<file path="src/rtl/button_event_ctrl_if.sv">
// Button event bundle: debounced levels and run control in, sample strobe and
// one-hot event pulses out. The controller drives from master, the consumer from slave.
interface button_event_ctrl_if #(
  parameter int NUM_BUTTONS = 4,
  parameter int ID_W        = 2
);
  logic                   enable;
  logic [NUM_BUTTONS-1:0] btn_clean;
  logic                   sample_en;
  logic [NUM_BUTTONS-1:0] press;
  logic [NUM_BUTTONS-1:0] rel;
  logic [NUM_BUTTONS-1:0] hold;
  logic [NUM_BUTTONS-1:0] rpt;
  logic                   active;
  logic [ID_W-1:0]        active_id;

  modport master (
    input  enable, btn_clean,
    output sample_en, press, rel, hold, rpt, active, active_id
  );

  modport slave (
    output enable, btn_clean,
    input  sample_en, press, rel, hold, rpt, active, active_id
  );
endinterface

</file>
<file path="src/rtl/button_event_ctrl.sv">
// Shared debouncer sample strobe plus single-owner press/release/hold/repeat
// event generator for the front-panel buttons.
module button_event_ctrl #(
  parameter int NUM_BUTTONS  = 4,
  parameter int SAMPLE_DIV   = 100000,
  parameter int HOLD_TICKS   = 500,
  parameter int REPEAT_TICKS = 100
) (
  input  logic                clk,
  input  logic                reset,
  button_event_ctrl_if.master bus
);
  localparam int ID_W    = (NUM_BUTTONS > 1) ? $clog2(NUM_BUTTONS) : 1;
  localparam int DW      = (SAMPLE_DIV > 2) ? $clog2(SAMPLE_DIV) : 1;
  localparam int CNT_MAX = (HOLD_TICKS > REPEAT_TICKS) ? HOLD_TICKS : REPEAT_TICKS;
  localparam int CW      = (CNT_MAX > 2) ? $clog2(CNT_MAX) : 1;

  typedef enum logic [1:0] {S_IDLE, S_DOWN, S_RPT, S_LOCK} state_t;

  typedef struct packed {
    logic press;
    logic rel;
    logic hold;
    logic rpt;
  } ev_t;

  logic [DW-1:0]   div;
  logic            at_top;
  logic            tick;
  state_t          state, state_n;
  logic [CW-1:0]   cnt, cnt_n, lim;
  logic [ID_W-1:0] id_q, id_n, win;
  logic            act_q, act_n, any;
  ev_t             ev_q, ev_n;

  // at_top mirrors (div == SAMPLE_DIV-1) so the strobe comes straight off a flop
  always_ff @(posedge clk or posedge reset) begin
    if (reset) begin
      div    <= '0;
      at_top <= 1'b0;
    end else if (bus.enable) begin
      if (at_top) begin
        div    <= '0;
        at_top <= 1'b0;
      end else begin
        div    <= div + 1'b1;
        at_top <= (div == DW'(SAMPLE_DIV - 2));
      end
    end
  end

  assign tick          = at_top & bus.enable;
  assign bus.sample_en = tick;

  always_ff @(posedge clk or posedge reset) begin
    if (reset) begin
      state <= S_IDLE;
      cnt   <= '0;
      id_q  <= '0;
      act_q <= 1'b0;
      ev_q  <= '0;
    end else begin
      state <= state_n;
      cnt   <= cnt_n;
      id_q  <= id_n;
      act_q <= act_n;
      ev_q  <= ev_n;
    end
  end

  always_comb begin
    state_n = state;
    cnt_n   = cnt;
    id_n    = id_q;
    act_n   = act_q;
    ev_n    = '0;
    any     = |bus.btn_clean;
    win     = '0;
    lim     = (state == S_DOWN) ? CW'(HOLD_TICKS - 1) : CW'(REPEAT_TICKS - 1);
    // descending scan: the lowest set index is the last one written
    for (int i = NUM_BUTTONS - 1; i >= 0; i--)
      if (bus.btn_clean[i]) win = ID_W'(i);
    if (tick) begin
      unique case (state)
        S_IDLE: if (any) begin
          id_n       = win;
          ev_n.press = 1'b1;
          act_n      = 1'b1;
          cnt_n      = '0;
          state_n    = S_DOWN;
        end
        S_DOWN, S_RPT: begin
          if (!bus.btn_clean[id_q]) begin
            ev_n.rel = 1'b1;
            act_n    = 1'b0;
            state_n  = any ? S_LOCK : S_IDLE;
          end else if (cnt == lim) begin
            cnt_n = '0;
            if (state == S_DOWN) begin
              ev_n.hold = 1'b1;
              state_n   = S_RPT;
            end else begin
              ev_n.rpt = 1'b1;
            end
          end else begin
            cnt_n = cnt + 1'b1;
          end
        end
        S_LOCK: if (!any) state_n = S_IDLE;
        default: state_n = S_IDLE;
      endcase
    end
  end

  // one shared event code plus owner id keeps every event vector one-hot
  for (genvar i = 0; i < NUM_BUTTONS; i++) begin : g_dec
    wire sel = (id_q == ID_W'(i));
    assign bus.press[i] = ev_q.press & sel;
    assign bus.rel[i]   = ev_q.rel   & sel;
    assign bus.hold[i]  = ev_q.hold  & sel;
    assign bus.rpt[i]   = ev_q.rpt   & sel;
  end

  assign bus.active    = act_q;
  assign bus.active_id = id_q;
endmodule

</file>
<file path="src/flat_wrapper.sv">
// flat-port wrapper written by rule: the top's interface ports become plain ports
module button_event_ctrl_flat 
#(
  parameter int NUM_BUTTONS  = 4,
  parameter int SAMPLE_DIV   = 100000,
  parameter int HOLD_TICKS   = 500,
  parameter int REPEAT_TICKS = 100
)
  (clk, reset, bus_enable, bus_btn_clean, bus_sample_en, bus_press, bus_rel, bus_hold, bus_rpt, bus_active, bus_active_id);
  button_event_ctrl_if #(.NUM_BUTTONS(NUM_BUTTONS), .ID_W((2))) bus_i ();
  input  logic clk;
  input  logic reset;
  input wire logic [$bits(bus_i.enable)-1:0] bus_enable;
  input wire logic [$bits(bus_i.btn_clean)-1:0] bus_btn_clean;
  output wire logic [$bits(bus_i.sample_en)-1:0] bus_sample_en;
  output wire logic [$bits(bus_i.press)-1:0] bus_press;
  output wire logic [$bits(bus_i.rel)-1:0] bus_rel;
  output wire logic [$bits(bus_i.hold)-1:0] bus_hold;
  output wire logic [$bits(bus_i.rpt)-1:0] bus_rpt;
  output wire logic [$bits(bus_i.active)-1:0] bus_active;
  output wire logic [$bits(bus_i.active_id)-1:0] bus_active_id;
  assign bus_i.enable = bus_enable;
  assign bus_i.btn_clean = bus_btn_clean;
  assign bus_sample_en = bus_i.sample_en;
  assign bus_press = bus_i.press;
  assign bus_rel = bus_i.rel;
  assign bus_hold = bus_i.hold;
  assign bus_rpt = bus_i.rpt;
  assign bus_active = bus_i.active;
  assign bus_active_id = bus_i.active_id;
  button_event_ctrl #(.NUM_BUTTONS(NUM_BUTTONS), .SAMPLE_DIV(SAMPLE_DIV), .HOLD_TICKS(HOLD_TICKS), .REPEAT_TICKS(REPEAT_TICKS)) u_core (.clk(clk), .reset(reset), .bus(bus_i));
endmodule
</file>
<file path="config.mk">
export PLATFORM = sky130hd
export DESIGN_NAME = button_event_ctrl_flat
export DESIGN_NICKNAME = d
export VERILOG_FILES = /design/src/rtl/button_event_ctrl_if.sv /design/src/rtl/button_event_ctrl.sv /design/src/flat_wrapper.sv
export SDC_FILE = /design/constraint.sdc
export NUM_CORES = 1
export LEC_CHECK = 0
export CAP_MARGIN = 25
export CORE_UTILIZATION = 55
export CTS_CLUSTER_SIZE = 30
export DETAILED_ROUTE_END_ITERATION = 7
export GPL_TIMING_DRIVEN = 0
export HOLD_SLACK_MARGIN = 0.05
export PLACE_DENSITY_LB_ADDON = 0.2
export SLEW_MARGIN = 20
export SYNTH_ARGS = -nofsm -noshare
export SYNTH_HDL_FRONTEND = slang
export SYNTH_SLANG_ARGS = --single-unit
</file>
<file path="constraint.sdc">
create_clock -name clk -period 2.5 [get_ports clk]
set_input_delay 0.5 -clock clk [delete_from_list [all_inputs] [get_ports clk]]
set_output_delay 0.5 -clock clk [all_outputs]
set_load 0.02 [all_outputs]
</file>
==> results_dict.tcl, run 1 <==
# metrics dict for downstream scripts
set metrics [dict create \
    outcome "completed" \
    p_sw_share_pct 29.3 \
    r2r_cells 7 \
    chip_area_um2 4160 \
    flop_area_um2 902 \
    area_delta_synth_final_pct 19.8 \
    vias 1796 \
    maxCapViolCount 0 \
    worst_hold_path.endpoint "u_core.cnt[0]$_DFFE_PP0P_" \
    worstSetupEndpoint "bus_hold[1]" \
    preCtsSetupSlack_ps -340 \
    logic_gates 171 \
    syn_area_per_cell_um2 9.23 \
    antenna_found_initial 0 \
    dp.cells 307 \
    num_rows 22 \
    ctsResizeCount 2 \
    edf_count 0 \
    largestClassByArea "logic gates" \
    required_ps 2000 \
    period_used_pct 95.4 \
    critPathLaunch "u_core.bus.active_id[0]$_DFFE_PP0P_" \
    hold_depth 1 \
    port_buffers 26 \
    worst_hold_slack_ps 500 \
    drive_gt1_share_pct 9.81 \
    synthTopCellsByCount "dfrtp_1, nor2_1, inv_1, nand2_1, and2_1" \
    ff_type "dfrtp_1" \
    synth_cell_types 53 \
    sh_comb_area_pct 45.2 \
    cp_max_fo 10 \
    ys_ff 36 \
    p_seq_uw 710 \
    holdBufCountCts 0 \
    clkTransAtPathRegs_ps 70 \
    h-tree-depth 2 \
    top_cell "dfrtp_1" \
    dr_wl_met3_um 131 \
]
[run 1: critical path, cell delays in order, from the launching register on]
cell             delay, ps
dfrtp_1                350
buf_2                  210
nor2b_1                270
and2_1                 170
clkdlybuf4s50_1        610
[run 1: state kept, by name (all words and copies together) (netlist names)]
name                  cells
u_core.at_top             1
u_core.bus.active         1
u_core.bus.active_id      2
u_core.cnt                9
u_core.div               17
u_core.ev_q               4
u_core.state              2
[run 1: kinds of logic after synthesis]
family / Yosys count / share of synthesized area (%)
AND-OR/OR-AND: 45 / 14.6
XOR/XNOR: 7 / 2.85
adder cells (fa/ha/maj): 6 / 3.49
buffers and inverters: 26 / 4.71
flip-flops: 36 / 41.9
multiplexers: 10 / 5.24
AND/OR/NAND/NOR: 103 / 27.2
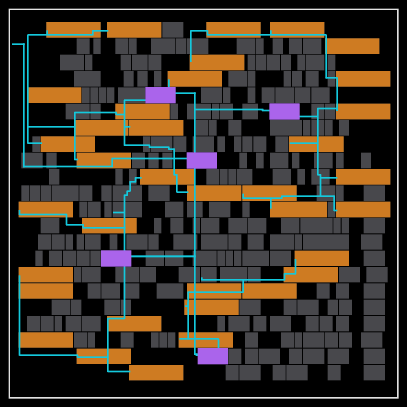
Figure 1: run 1, clock network drawn from the DEF.
Drawn at 6 px/µm.
Purple shows clock drivers, count 5. Orange shows flip-flops, count 36. Cyan shows clock wires, length 468 µm.
There are 6 routed clock nets. Position of the flops: widely spread.
Clock Skews: 10.4 ps
Clock Power Share: 31.8%
clk pwr: 436 µW
Latency at later pin: 290 ps

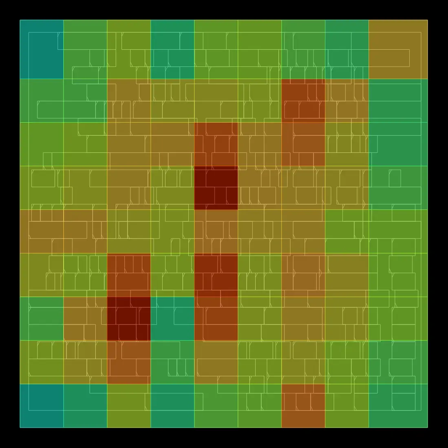
Figure 2: run 1, routing congestion map.
WL/cell: 13.9 µm
total global-route track usage: 23.7%
GRT busiest layer: met2
final core utilization: 69.3%

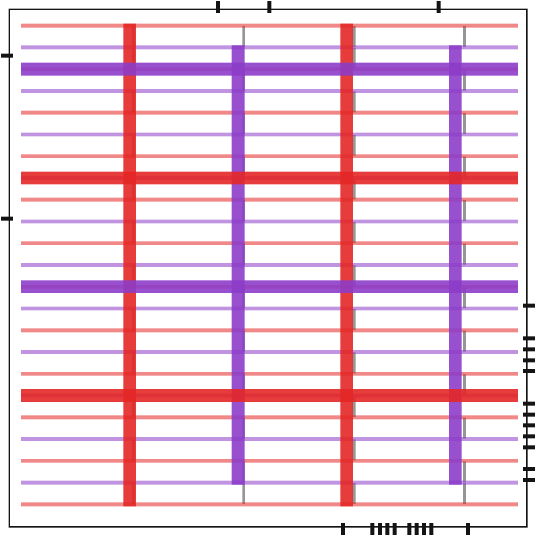
Figure 3: run 1, PDN straps and rails.
Drawn at 8 px/µm. Pins as bars on the die edge. Tap cells in grey.
Purple shows VDD. Red shows VSS.
4 straps on met4. 27 signal pins sit on the boundary. 48 tap cells.
die width: 64.5 µm
Core ar.: 3720 µm²
chip height: 64.5 µm

==> run 2: changes to the inputs <==
--- a/config.mk
+++ b/config.mk
@@ -12,7 +12,6 @@
 export GPL_TIMING_DRIVEN = 0
 export HOLD_SLACK_MARGIN = 0.05
 export PLACE_DENSITY_LB_ADDON = 0.2
-export SLEW_MARGIN = 20
 export SYNTH_ARGS = -nofsm -noshare
 export SYNTH_HDL_FRONTEND = slang
 export SYNTH_SLANG_ARGS = --single-unit
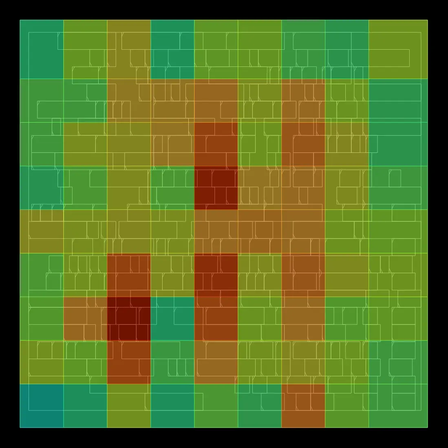
Figure 4: run 2, routing congestion map.
met1 Use GR: 31.7%
met3 Usage GRT: 4.40%

==> run 2 against run 1 <==
Critical path depth unchanged. Hold slack about the same. Sequential share of layout area decreased by 0.35 points. Non-clock buffer count increased by 1. Combinational power increased by 2%. Via count increased by 1.1%. First-iteration DRC count increased by 25%. Count of clock-buffer cells in the layout unchanged. Largest power group unchanged.
==> results_dict.tcl, run 2 <==
# metrics dict for downstream scripts
set metrics [dict create \
    num_rows 22 \
    die_y_um 64.5 \
    preCtsSetupSlack_ps -352 \
    largestRegisters "u_core.div x17, u_core.cnt x9, u_core.ev_q x4" \
    p_sw_share_pct 28.9 \
    path_cells "buf_2 -> nor2b_1 -> and2_1 -> clkdlybuf4s50_1" \
    dr_wl_met3_um 125 \
    sh_comb_area_pct 44.7 \
    maxCapViolCount 0 \
    top_register "u_core.div" \
    largestClassByArea "logic gates" \
    flop_area_um2 902 \
    mux_area_share_pct 5.24 \
    p_seq_uw 712 \
    holdBufCountCts 0 \
    drive_gt1_share_pct 9.77 \
    powerClk_uw 428 \
    synthTopCellsByCount "dfrtp_1, nor2_1, inv_1, nand2_1, and2_1" \
    largest_reg_flops 17 \
    clock-skew-final_ps 11.4 \
    area_delta_synth_final_pct 21.1 \
    cpMaxStageDelayCell "clkdlybuf4s50_1" \
    cp_max_fo 10 \
    ys_ff 36 \
    slowest_delay_ps 600 \
    die_width_um 64.5 \
    worst_hold_slack_ps 501 \
    path_buffers 2 \
    clkTransAtPathRegs_ps 70 \
    required_ps 2000 \
    vias 1816 \
    wl_per_cell_um 13.4 \
    logic_gates 171 \
    clkLatencyLatePin_ps 290 \
    period_used_pct 94.2 \
    crit_family "buffers and inverters" \
    power_frac_clock_pct 31.3 \
    adder_share_pct 3.49 \
    synth_cell_types 53 \
    syn_area_per_cell_um2 9.23 \
    outcome "completed" \
    track_usage_pct 22.8 \
    antenna_found_initial 0 \
    h-tree-depth 2 \
    chip_area_um2 4160 \
    dp.cells 308 \
    core_area_um2 3720 \
    ys_sh_simple_pct 27.2 \
]
run 2: worst paths after layout:
path                                                          start  depth (start not counted)                        end  slack (ps)
worst max-delay path            u_core.bus.active_id[0]$_DFFE_PP0P_                          4                bus_hold[1]         140
worst min-delay path                      u_core.cnt[0]$_DFFE_PP0P_                          1  u_core.cnt[0]$_DFFE_PP0P_         500
worst max register to register          u_core.state[0]$_DFFE_PP0P_                          7  u_core.cnt[2]$_DFFE_PP0P_         200
worst min register to register            u_core.cnt[0]$_DFFE_PP0P_                          1  u_core.cnt[0]$_DFFE_PP0P_         500
max in group asynchronous                                     reset                          3   u_core.ev_q[2]$_DFF_PP0_        1380
min in group asynchronous                                     reset                          2  u_core.div[1]$_DFFE_PP0P_         590
Power is estimated from default activity; no workload was simulated.
